**Run 1: clock nets**

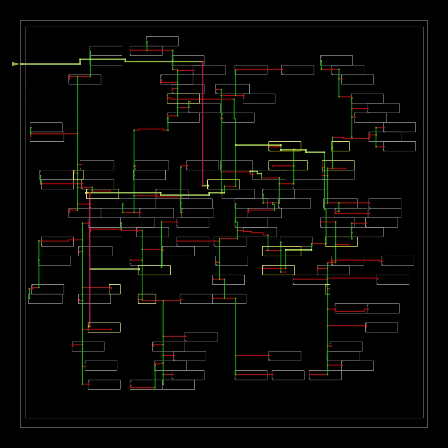
**Run 1: where the registers sit**

Bar = 20 microns. Other sequential cells in the stronger gray, the rest of the logic in the fainter gray.
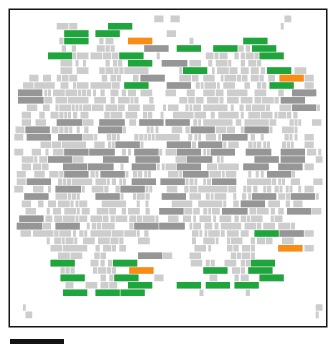
**Run 1: clock distribution**

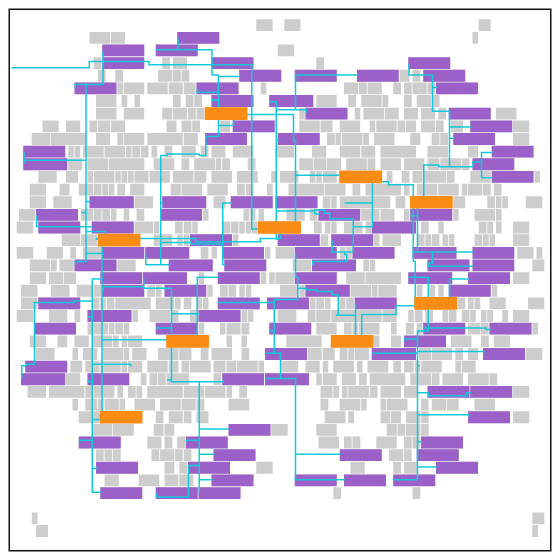
File: src/rtl/gerador_pwm_multicanal_pkg.sv
// Shared defaults and helpers for the multi-channel PWM generator.
// Imported by canal_pwm and gerador_pwm_multicanal.
package pacote_pwm;

  localparam int PADRAO_LARGURA = 8;
  localparam int PADRAO_PERIODO = 10;
  localparam int PADRAO_RAZAO   = 5;

  // Width of the channel-select field; never narrower than one bit.
  function automatic int largura_indice(input int canais);
    return (canais > 1) ? $clog2(canais) : 1;
  endfunction

endpackage

File: src/rtl/gerador_pwm_multicanal_canal.sv
// canal_pwm: one PWM channel (period counter, active/shadow settings, output flops).
// PWM_REGISTRO_SOMBRA_EN selects double-buffered writes; otherwise writes hit the active settings.
module canal_pwm
  import pacote_pwm::*;
#(
  parameter int LARGURA        = PADRAO_LARGURA,
  parameter int PERIODO_PADRAO = PADRAO_PERIODO,
  parameter int RAZAO_PADRAO   = PADRAO_RAZAO
) (
  input  logic               clock,
  input  logic               reset,
  input  logic               ativo_i,
  input  logic               escrever_i,
  input  logic [LARGURA-1:0] periodo_i,
  input  logic [LARGURA-1:0] razao_i,
  output logic               pulso_o,
  output logic               inicio_periodo_o,
  output logic               escrita_pendente_o
);

  localparam logic [LARGURA-1:0] PERIODO_RESET = LARGURA'(PERIODO_PADRAO);
  localparam logic [LARGURA-1:0] RAZAO_RESET   = LARGURA'(RAZAO_PADRAO);

  logic [LARGURA-1:0] contador_q, contador_d;
  logic [LARGURA-1:0] periodo_q, periodo_d;
  logic [LARGURA-1:0] razao_q, razao_d;
  logic               pulso_q, pulso_d;
  logic               inicio_q, inicio_d;
  logic               periodo_nulo;
  logic               fim_periodo;

`ifdef PWM_REGISTRO_SOMBRA_EN
  logic [LARGURA-1:0] sombra_periodo_q, sombra_periodo_d;
  logic [LARGURA-1:0] sombra_razao_q, sombra_razao_d;
  logic               pendente_q, pendente_d;
`endif

  // A zero period counts as wrapping every edge so a pending shadow write can still land.
  assign periodo_nulo = (periodo_q == '0);
  assign fim_periodo  = periodo_nulo || (contador_q >= periodo_q - LARGURA'(1));

  always_comb begin
    contador_d = '0;
    pulso_d    = 1'b0;
    inicio_d   = 1'b0;
    periodo_d  = periodo_q;
    razao_d    = razao_q;
`ifdef PWM_REGISTRO_SOMBRA_EN
    sombra_periodo_d = sombra_periodo_q;
    sombra_razao_d   = sombra_razao_q;
    pendente_d       = pendente_q;
    if (!ativo_i || fim_periodo) begin
      periodo_d  = sombra_periodo_q;
      razao_d    = sombra_razao_q;
      pendente_d = 1'b0;
    end
    // A write coinciding with a wrap is held for the following wrap.
    if (escrever_i) begin
      sombra_periodo_d = periodo_i;
      sombra_razao_d   = razao_i;
      pendente_d       = 1'b1;
    end
`else
    if (escrever_i) begin
      periodo_d = periodo_i;
      razao_d   = razao_i;
    end
`endif
    if (ativo_i) begin
      pulso_d    = (contador_q < razao_q) && !periodo_nulo;
      inicio_d   = (contador_q == '0) && !periodo_nulo;
      contador_d = fim_periodo ? '0 : contador_q + LARGURA'(1);
    end
  end

  always_ff @(posedge clock or posedge reset) begin
    if (reset) begin
      contador_q <= '0;
      periodo_q  <= PERIODO_RESET;
      razao_q    <= RAZAO_RESET;
      pulso_q    <= 1'b0;
      inicio_q   <= 1'b0;
`ifdef PWM_REGISTRO_SOMBRA_EN
      sombra_periodo_q <= PERIODO_RESET;
      sombra_razao_q   <= RAZAO_RESET;
      pendente_q       <= 1'b0;
`endif
    end else begin
      contador_q <= contador_d;
      periodo_q  <= periodo_d;
      razao_q    <= razao_d;
      pulso_q    <= pulso_d;
      inicio_q   <= inicio_d;
`ifdef PWM_REGISTRO_SOMBRA_EN
      sombra_periodo_q <= sombra_periodo_d;
      sombra_razao_q   <= sombra_razao_d;
      pendente_q       <= pendente_d;
`endif
    end
  end

  assign pulso_o          = pulso_q;
  assign inicio_periodo_o = inicio_q;
`ifdef PWM_REGISTRO_SOMBRA_EN
  assign escrita_pendente_o = pendente_q;
`else
  assign escrita_pendente_o = 1'b0;
`endif

endmodule

File: src/rtl/gerador_pwm_multicanal.sv
// Multi-channel PWM generator: write decode plus CANAIS independent canal_pwm instances.
// Define PWM_REGISTRO_SOMBRA_EN for double-buffered (wrap-synchronised) period/duty writes.
module gerador_pwm_multicanal
  import pacote_pwm::*;
#(
  parameter int LARGURA        = PADRAO_LARGURA,
  parameter int CANAIS         = 4,
  parameter int PERIODO_PADRAO = PADRAO_PERIODO,
  parameter int RAZAO_PADRAO   = PADRAO_RAZAO
) (
  input  logic                                clock,
  input  logic                                reset,
  input  logic                                habilitar_contagem,
  input  logic [CANAIS-1:0]                   habilitar_canal,
  input  logic                                escrever,
  input  logic [largura_indice(CANAIS)-1:0]   canal_escrita,
  input  logic [LARGURA-1:0]                  periodo_in,
  input  logic [LARGURA-1:0]                  razao_in,
  output logic [CANAIS-1:0]                   pulso,
  output logic [CANAIS-1:0]                   inicio_periodo,
  output logic [CANAIS-1:0]                   escrita_pendente
);

  localparam int LARGURA_IDX = largura_indice(CANAIS);

  for (genvar gi = 0; gi < CANAIS; gi++) begin : g_canal
    logic sel_escrita;
    logic ativo;

    // Indices >= CANAIS match no instance, so such writes are dropped.
    assign sel_escrita = escrever && (canal_escrita == LARGURA_IDX'(gi));
    assign ativo       = habilitar_contagem && habilitar_canal[gi];

    canal_pwm #(
      .LARGURA       (LARGURA),
      .PERIODO_PADRAO(PERIODO_PADRAO),
      .RAZAO_PADRAO  (RAZAO_PADRAO)
    ) u_canal (
      .clock             (clock),
      .reset             (reset),
      .ativo_i           (ativo),
      .escrever_i        (sel_escrita),
      .periodo_i         (periodo_in),
      .razao_i           (razao_in),
      .pulso_o           (pulso[gi]),
      .inicio_periodo_o  (inicio_periodo[gi]),
      .escrita_pendente_o(escrita_pendente[gi])
    );
  end

endmodule

File: config.mk
export PLATFORM = sky130hd
export DESIGN_NAME = gerador_pwm_multicanal
export DESIGN_NICKNAME = d
export VERILOG_FILES = /design/src/rtl/gerador_pwm_multicanal_pkg.sv /design/src/rtl/gerador_pwm_multicanal_canal.sv /design/src/rtl/gerador_pwm_multicanal.sv
export SDC_FILE = /design/constraint.sdc
export NUM_CORES = 1
export LEC_CHECK = 0
export ABC_CLOCK_PERIOD_IN_PS = 3600
export CORE_UTILIZATION = 48
export DETAILED_ROUTE_END_ITERATION = 8
export GPL_TIMING_DRIVEN = 0
export PLACE_DENSITY = 0.78
export SYNTH_ARGS = -nofsm -noshare
export SYNTH_HDL_FRONTEND = slang
export SYNTH_HIERARCHICAL = 1
export SYNTH_SLANG_ARGS = --single-unit
export TNS_END_PERCENT = 10
File: constraint.sdc
create_clock -name clock -period 3.6 [get_ports clock]
set_input_delay 0.36 -clock clock [delete_from_list [all_inputs] [get_ports clock]]
set_output_delay 0.36 -clock clock [all_outputs]
set_load 0.02 [all_outputs]
==> reports/summary.txt, run 1 <==
Sequential fraction of design power: 45.1%
Sw Pwr: 0.0009464 W
Worst slew pin tran: 977.6 ps
Yosys Instances: 604
Post-synthesis chip area from yosys: 6253 sq um
Comb pwr share: 21.4%
Die X: 116.1 microns
Comb gates: 432
Leakage power: 3.161 nW
FF+latch area: 2623 sq um
Clock power frac: 33.5%
Setup bufs post-CTS: 0
First-pass GRT wire length: 22580 microns
Worst Hold Launch: g_canal[1].u_canal/razao_q[2]
FF-to-FF Start: g_canal[1].u_canal/periodo_q[2]
Gate Area: 3356 sq um
Clk pin slew, worst setup/hold paths: 70 ps
Max Clock Freq: 416.1 MHz
CP max stage cell: dfrtp_1
Core utilization at floorplan: 49.35%
TritonCTS clock tree: built
CP Cell Sequence: nor4_4 -> nand2_1 -> xor2_1 -> ha_1 -> nand2_1 -> nor3_1 -> o31a_1 -> nor3_1
Worst path depth: 8
CLK BUF: 12
Fraction of area in multi-input gates: 47.05%
Fin. max-slew vios: 0
Tool warnings: 34
Post-layout period usage: 66.76%
Top Layout Cells: dfrtp_1 (88), ha_1 (76), nand2_1 (60), inv_1 (52), o21ai_0 (52)
Power per cell area: 454.4 nW/um^2
Top non-seq family: simple AND/OR/NAND/NOR gates
Area fraction in mux cells: 5.042%
Signal buffers: 49
R2r worst-path depth: 8
P_int: 0.002294 W
Hold path endpoint: g_canal[1].u_canal/razao_q[2]
Initial antenna violation count: 0
CP startpoint kind: flip-flop
Post-Route WL: 13410 microns
Flop2flop setup slack: 1200 ps
Post-CTS Hold Buffers: 0
Vias post-DR: 4513
Final setup viols: 0
Largest net degree at the start of global routing: 27
Top-Level Pins: 38
Die Size: 13490 sq um
Final net count: 750
CTS Buf Count: 9
Cells after Synth: 604
IO buf count: 33
Seq/Total Area, Yosys: 41.94%
Largest registers: g_canal.u_canal/contador_q x32, g_canal.u_canal/periodo_q x32, g_canal.u_canal/razao_q x32
Post-route cell area: 7132 sq um
Layout cells sized above 1: 13.63%
Placed cells: 809
GP Congestion: 0.8338
Yosys Warn Count: 6
Yosys cell types: 31
Final TNS setup: 0 ps
Worst hold path class: reg -> reg
Core box area: 12670 sq um
Setup crit start: g_canal[1].u_canal/periodo_q[2]
Chip Height: 116.1 microns
Layout non-clock buf frac: 5.754%
Hold depth: 2
Non-clk invs: 52
Drt drc: 0
Ant. Diodes: 0
Seq Cell Count: 104
WP data required: 3820 ps
Final hold vios: 0
Syn avg cell area: 10.35 sq um
Wire per inst: 16.25 microns
Worst Setup End Kind: flip-flop
AO/OA Area Share: 9.924%
Run status: finished, final reports clean
Critical path arrival: 2620 ps
Worst IR Drop VDD: 262.3 uV
R2r endpoint: g_canal[1].u_canal/contador_q[7]
N_taps: 172
Post-DP Area: 6799 sq um
Synth Net Count: 706
About 'clock nets':
CTS sink cnt: 104
Latency at later pin: 350 ps
Clock Skews: 6.002 ps

About 'where the registers sit':
legend:
  orange:
    signal: `g_canal.u_canal/inicio_periodo_o`
    flops: 4
  green:
    signal: `g_canal.u_canal/contador_q`
    flops: 32
    where: widely spread
not colored: 68
Final Core Density: 56.29%
Seq power: 0.00146 W
Seq/total area: 36.77%

About 'clock distribution':
legend:
  purple:
    item: flip-flops
    count: 104
  orange:
    item: clock drivers
    count: 9
  cyan:
    item: clock wires
    length: 1290 microns
routed clock nets: 10
flops lie: widely spread

run 1: routing by layer:
metal	GRT usage, %	up-vias	wire length (microns)
li1	-	2172	-
met1	27.70	2220	5986
met2	38.10	107	6614
met3	4.463	14	671
met4	6.410	0	136
met5	0	-	0
run 1: cell usage after synthesis:
cell / instances / area [sq um]
nand3_1: 16 / 80.08
buf_2: 4 / 20.02
dfstp_2: 16 / 420.4
nand2b_1: 8 / 50.05
nor4_4: 4 / 85.08
a211oi_1: 8 / 60.06
buf_4: 4 / 30.03
xnor2_1: 20 / 175.2
a41oi_1: 4 / 35.03
and2_1: 4 / 25.02
xor2_1: 28 / 245.2
a31oi_4: 4 / 85.08
o31a_1: 4 / 35.03
inv_1: 52 / 195.2
clkbuf_1: 8 / 30.03
a21oi_1: 12 / 60.06
nand2_1: 60 / 225.2
nor3_1: 44 / 220.2
and3_1: 12 / 75.07
nor2_1: 16 / 60.06
nor3b_1: 8 / 60.06
mux2_2: 28 / 315.3
dfrtp_1: 88 / 2202
ha_1: 76 / 950.9
nor3b_2: 5 / 62.56
and3b_1: 2 / 17.52
conb_1: 4 / 15.01
and3_2: 5 / 37.54
o21ai_0: 52 / 260.3
nor4b_1: 4 / 35.03
o211ai_4: 4 / 85.08
run 1: power groups by stage:
stage / Combinational (W) / Sequential (W) / Clock (W)
floorplan: 0.000498 / 0.00146 / 0
global placement: 0.000642 / 0.00147 / 0
detailed placement: 0.000687 / 0.00148 / 0
CTS: 0.000699 / 0.00146 / 0.00111
global route: 0.000786 / 0.00148 / 0.00114
finish: 0.000694 / 0.00146 / 0.00109
==> run 2, diff against run 1 <==
--- a/config.mk
+++ b/config.mk
@@ -5,7 +5,7 @@
 export SDC_FILE = /design/constraint.sdc
 export NUM_CORES = 1
 export LEC_CHECK = 0
-export ABC_CLOCK_PERIOD_IN_PS = 3600
+export ABC_CLOCK_PERIOD_IN_PS = 2500
 export CORE_UTILIZATION = 48
 export DETAILED_ROUTE_END_ITERATION = 8
 export GPL_TIMING_DRIVEN = 0
==> constraint.sdc (replaced) <==
create_clock -name clock -period 2.5 [get_ports clock]
set_input_delay 0.25 -clock clock [delete_from_list [all_inputs] [get_ports clock]]
set_output_delay 0.25 -clock clock [all_outputs]
set_load 0.02 [all_outputs]
==> reports/summary.txt, run 2 <==
Setup bufs post-CTS: 0 (unchanged)
Die Size: 13490 sq um (unchanged)
Clock root buffer: clkbuf_16
GP Congestion: 0.8338 (unchanged)
Vias post-DR: 4519 (+0.13%)
Hold path endpoint: g_canal[3].u_canal/razao_q[2]
Flop2flop setup slack: 140 ps (-1050 ps)
Core utilization at floorplan: 49.35% (unchanged)
Synth Net Count: 706 (unchanged)
Count leader, synth: dfrtp_1
Number of enable flip-flop cells: 0 (unchanged)
Fin. max-slew vios: 0 (unchanged)
Die X: 116.1 microns (unchanged)
TritonCTS clock tree: built
Chip Height: 116.1 microns (unchanged)
FF+latch area: 2623 sq um (unchanged)
Leakage power: 3.168 nW (+0.22%)
First-pass GRT wire length: 22580 microns (unchanged)
FF-to-FF Start: g_canal[2].u_canal/periodo_q[5]
Hold depth: 2 (unchanged)
Max Clock Freq: 424.2 MHz (+2.0%)
Syn avg cell area: 10.35 sq um (unchanged)
Cells after Synth: 604 (unchanged)
Top Layout Cells: dfrtp_1 (88), ha_1 (76), nand2_1 (60), inv_1 (52), o21ai_0 (52)
Dpl hpwl: 10010 microns
Run status: finished, final reports clean
Power per cell area: 654.0 nW/um^2 (+44%)
WP data required: 2720 ps (-1100 ps)
Layout cells sized above 1: 13.91% (+0.28 points)
Largest net degree at the start of global routing: 27 (unchanged)
Post-Route WL: 13440 microns (+0.25%)
WHS: 509.6 ps
Post-synth area hogs: dfrtp_1 (35%), ha_1 (15%), dfstp_2 (6.7%)
Top-Level Pins: 38 (unchanged)
Worst hold path class: reg -> reg
Latency at later pin: 350 ps (about the same)
R2r endpoint: g_canal[2].u_canal/contador_q[4]
Post-synth top area share: 35.21% (unchanged)
Post-synthesis chip area from yosys: 6253 sq um (unchanged)
CTS sink cnt: 104 (unchanged)
Gate Area: 3361 sq um (+0.15%)
AO/OA Area Share: 9.924% (unchanged)
Post-layout period usage: 94.29% (+28 points)
Main flop type: dfrtp_1
Core box area: 12670 sq um (unchanged)
IO buf count: 33 (unchanged)
Seq/Total Area, Yosys: 41.94% (unchanged)
CP startpoint kind: flip-flop
Worst Setup End Kind: flip-flop
Yosys Instances: 604 (unchanged)
Ant. Diodes: 0 (unchanged)
Yosys cell types: 31 (unchanged)
Final ANT Viol Nets: 0
Clk pin slew, worst setup/hold paths: 70 ps (about the same)
Clock Skews: 6.284 ps (+0.2818 ps)
Wire per inst: 16.27 microns (+0.12%)
Tool warnings: 34 (unchanged)
Worst path depth: 8 (unchanged)
Worst IR Drop VDD: 377.8 uV (+44%)
Floorplan row count: 41
Largest registers: g_canal.u_canal/contador_q x32, g_canal.u_canal/periodo_q x32, g_canal.u_canal/razao_q x32
CTS Buf Count: 9 (unchanged)
Top cells by count, synth: dfrtp_1 (88), ha_1 (76), nand2_1 (60)
Drt drc: 0 (unchanged)
Critical path arrival: 2580 ps (-40 ps)
Yosys Warn Count: 6 (unchanged)
Post-CTS Hold Buffers: 0 (unchanged)
CP Cell Sequence: nor4_4 -> nand2_1 -> xor2_1 -> ha_1 -> nand2_1 -> nor3_1 -> o31a_1 -> nor3_1
Final setup viols: 0 (unchanged)
Final TNS setup: 0 ps (unchanged)
Post-DP Area: 6799 sq um (unchanged)
R2r worst-path depth: 8 (unchanged)
## run 2: worst max-delay path by stage
stage,start,to,slack [ps]
6_report,g_canal[2].u_canal/periodo_q[5],g_canal[2].u_canal/contador_q[4],140
5_1_grt,g_canal[2].u_canal/periodo_q[5],g_canal[2].u_canal/contador_q[7],-20
4_1_cts,g_canal[1].u_canal/periodo_q[2],g_canal[1].u_canal/contador_q[2],90
3_5_place_dp,g_canal[0].u_canal/periodo_q[2],g_canal[0].u_canal/contador_q[7],140
3_3_place_gp,g_canal[1].u_canal/periodo_q[2],g_canal[1].u_canal/contador_q[6],230
2_1_floorplan,g_canal[0].u_canal/periodo_q[2],g_canal[0].u_canal/contador_q[2],400
## run 2: cell type report
class | count | area share (%)
Clock buffer | 12 | 3.590
Timing Repair Buffer | 34 | 4.729
Buffer | 16 | 1.121
Inverter | 52 | 2.732
Clock inverter | 4 | 1.068
Sequential cell | 104 | 36.71
Tap cell | 172 | 3.012
Multi-Input combinational cell | 432 | 47.04
## run 2: layer usage
metal | GRT usage [%] | vias up | routed length [microns]
met4 | 6.410 | 0 | 97
met5 | 0 | - | 0
met1 | 27.70 | 2237 | 6030
met3 | 4.463 | 12 | 619
met2 | 38.10 | 94 | 6694
li1 | - | 2176 | -
## run 2: tightest hold or removal path: cells and delay by family, from the launching register on
kind                   cells  cell delay (ps)
buffers and inverters      1               60
AOI/OAI and AO/OA          1               80
DFF                        1              360
## run 2: power by group
group / internal [W] / total (W) / switching, W / leakage [nW]
registers: 0.00192 / 0.00210 / 0.000187 / 1.30
logic: 0.000453 / 0.00100 / 0.000550 / 1.71
clock network: 0.000935 / 0.00157 / 0.000630 / 0.159
total: 0.00331 / 0.00467 / 0.00137 / 3.17
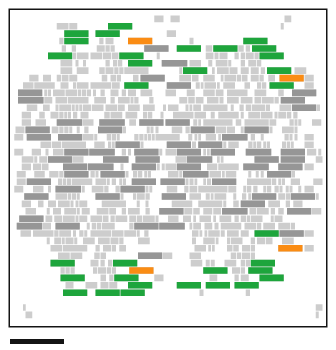
**Above:** run 2 (where the registers sit).
Bar = 20 microns. Other sequential cells in the stronger gray, the rest of the logic in the fainter gray.
legend:
  orange:
    signal: `g_canal.u_canal/inicio_periodo_o`
    flops: 4
  green:
    signal: `g_canal.u_canal/contador_q`
    flops: 32
    where: widely spread
Seq power: 0.00210 W
Final Core Density: 56.38%
Seq/total area: 36.71%

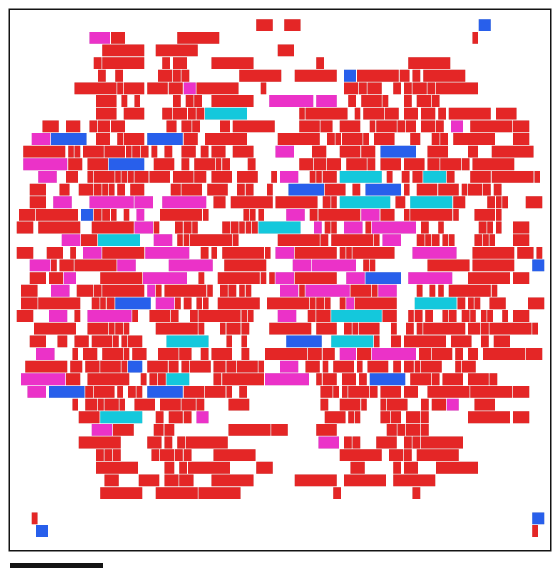
**Above:** run 2 (cells by drive strength).
Bar = 20 microns.
legend:
  magenta:
    size: _2 cells
    cells: 59
  blue:
    size: _3 and _4 cells
    cells: 19
  cyan:
    size: _6 and larger
    cells: 13
  red:
    size: _0 and _1 cells
    cells: 563
Final WS setup: 142.7 ps
Signal buffers: 50
post-route cell area: 7144 sq um

Power is estimated from default activity; no workload was simulated.
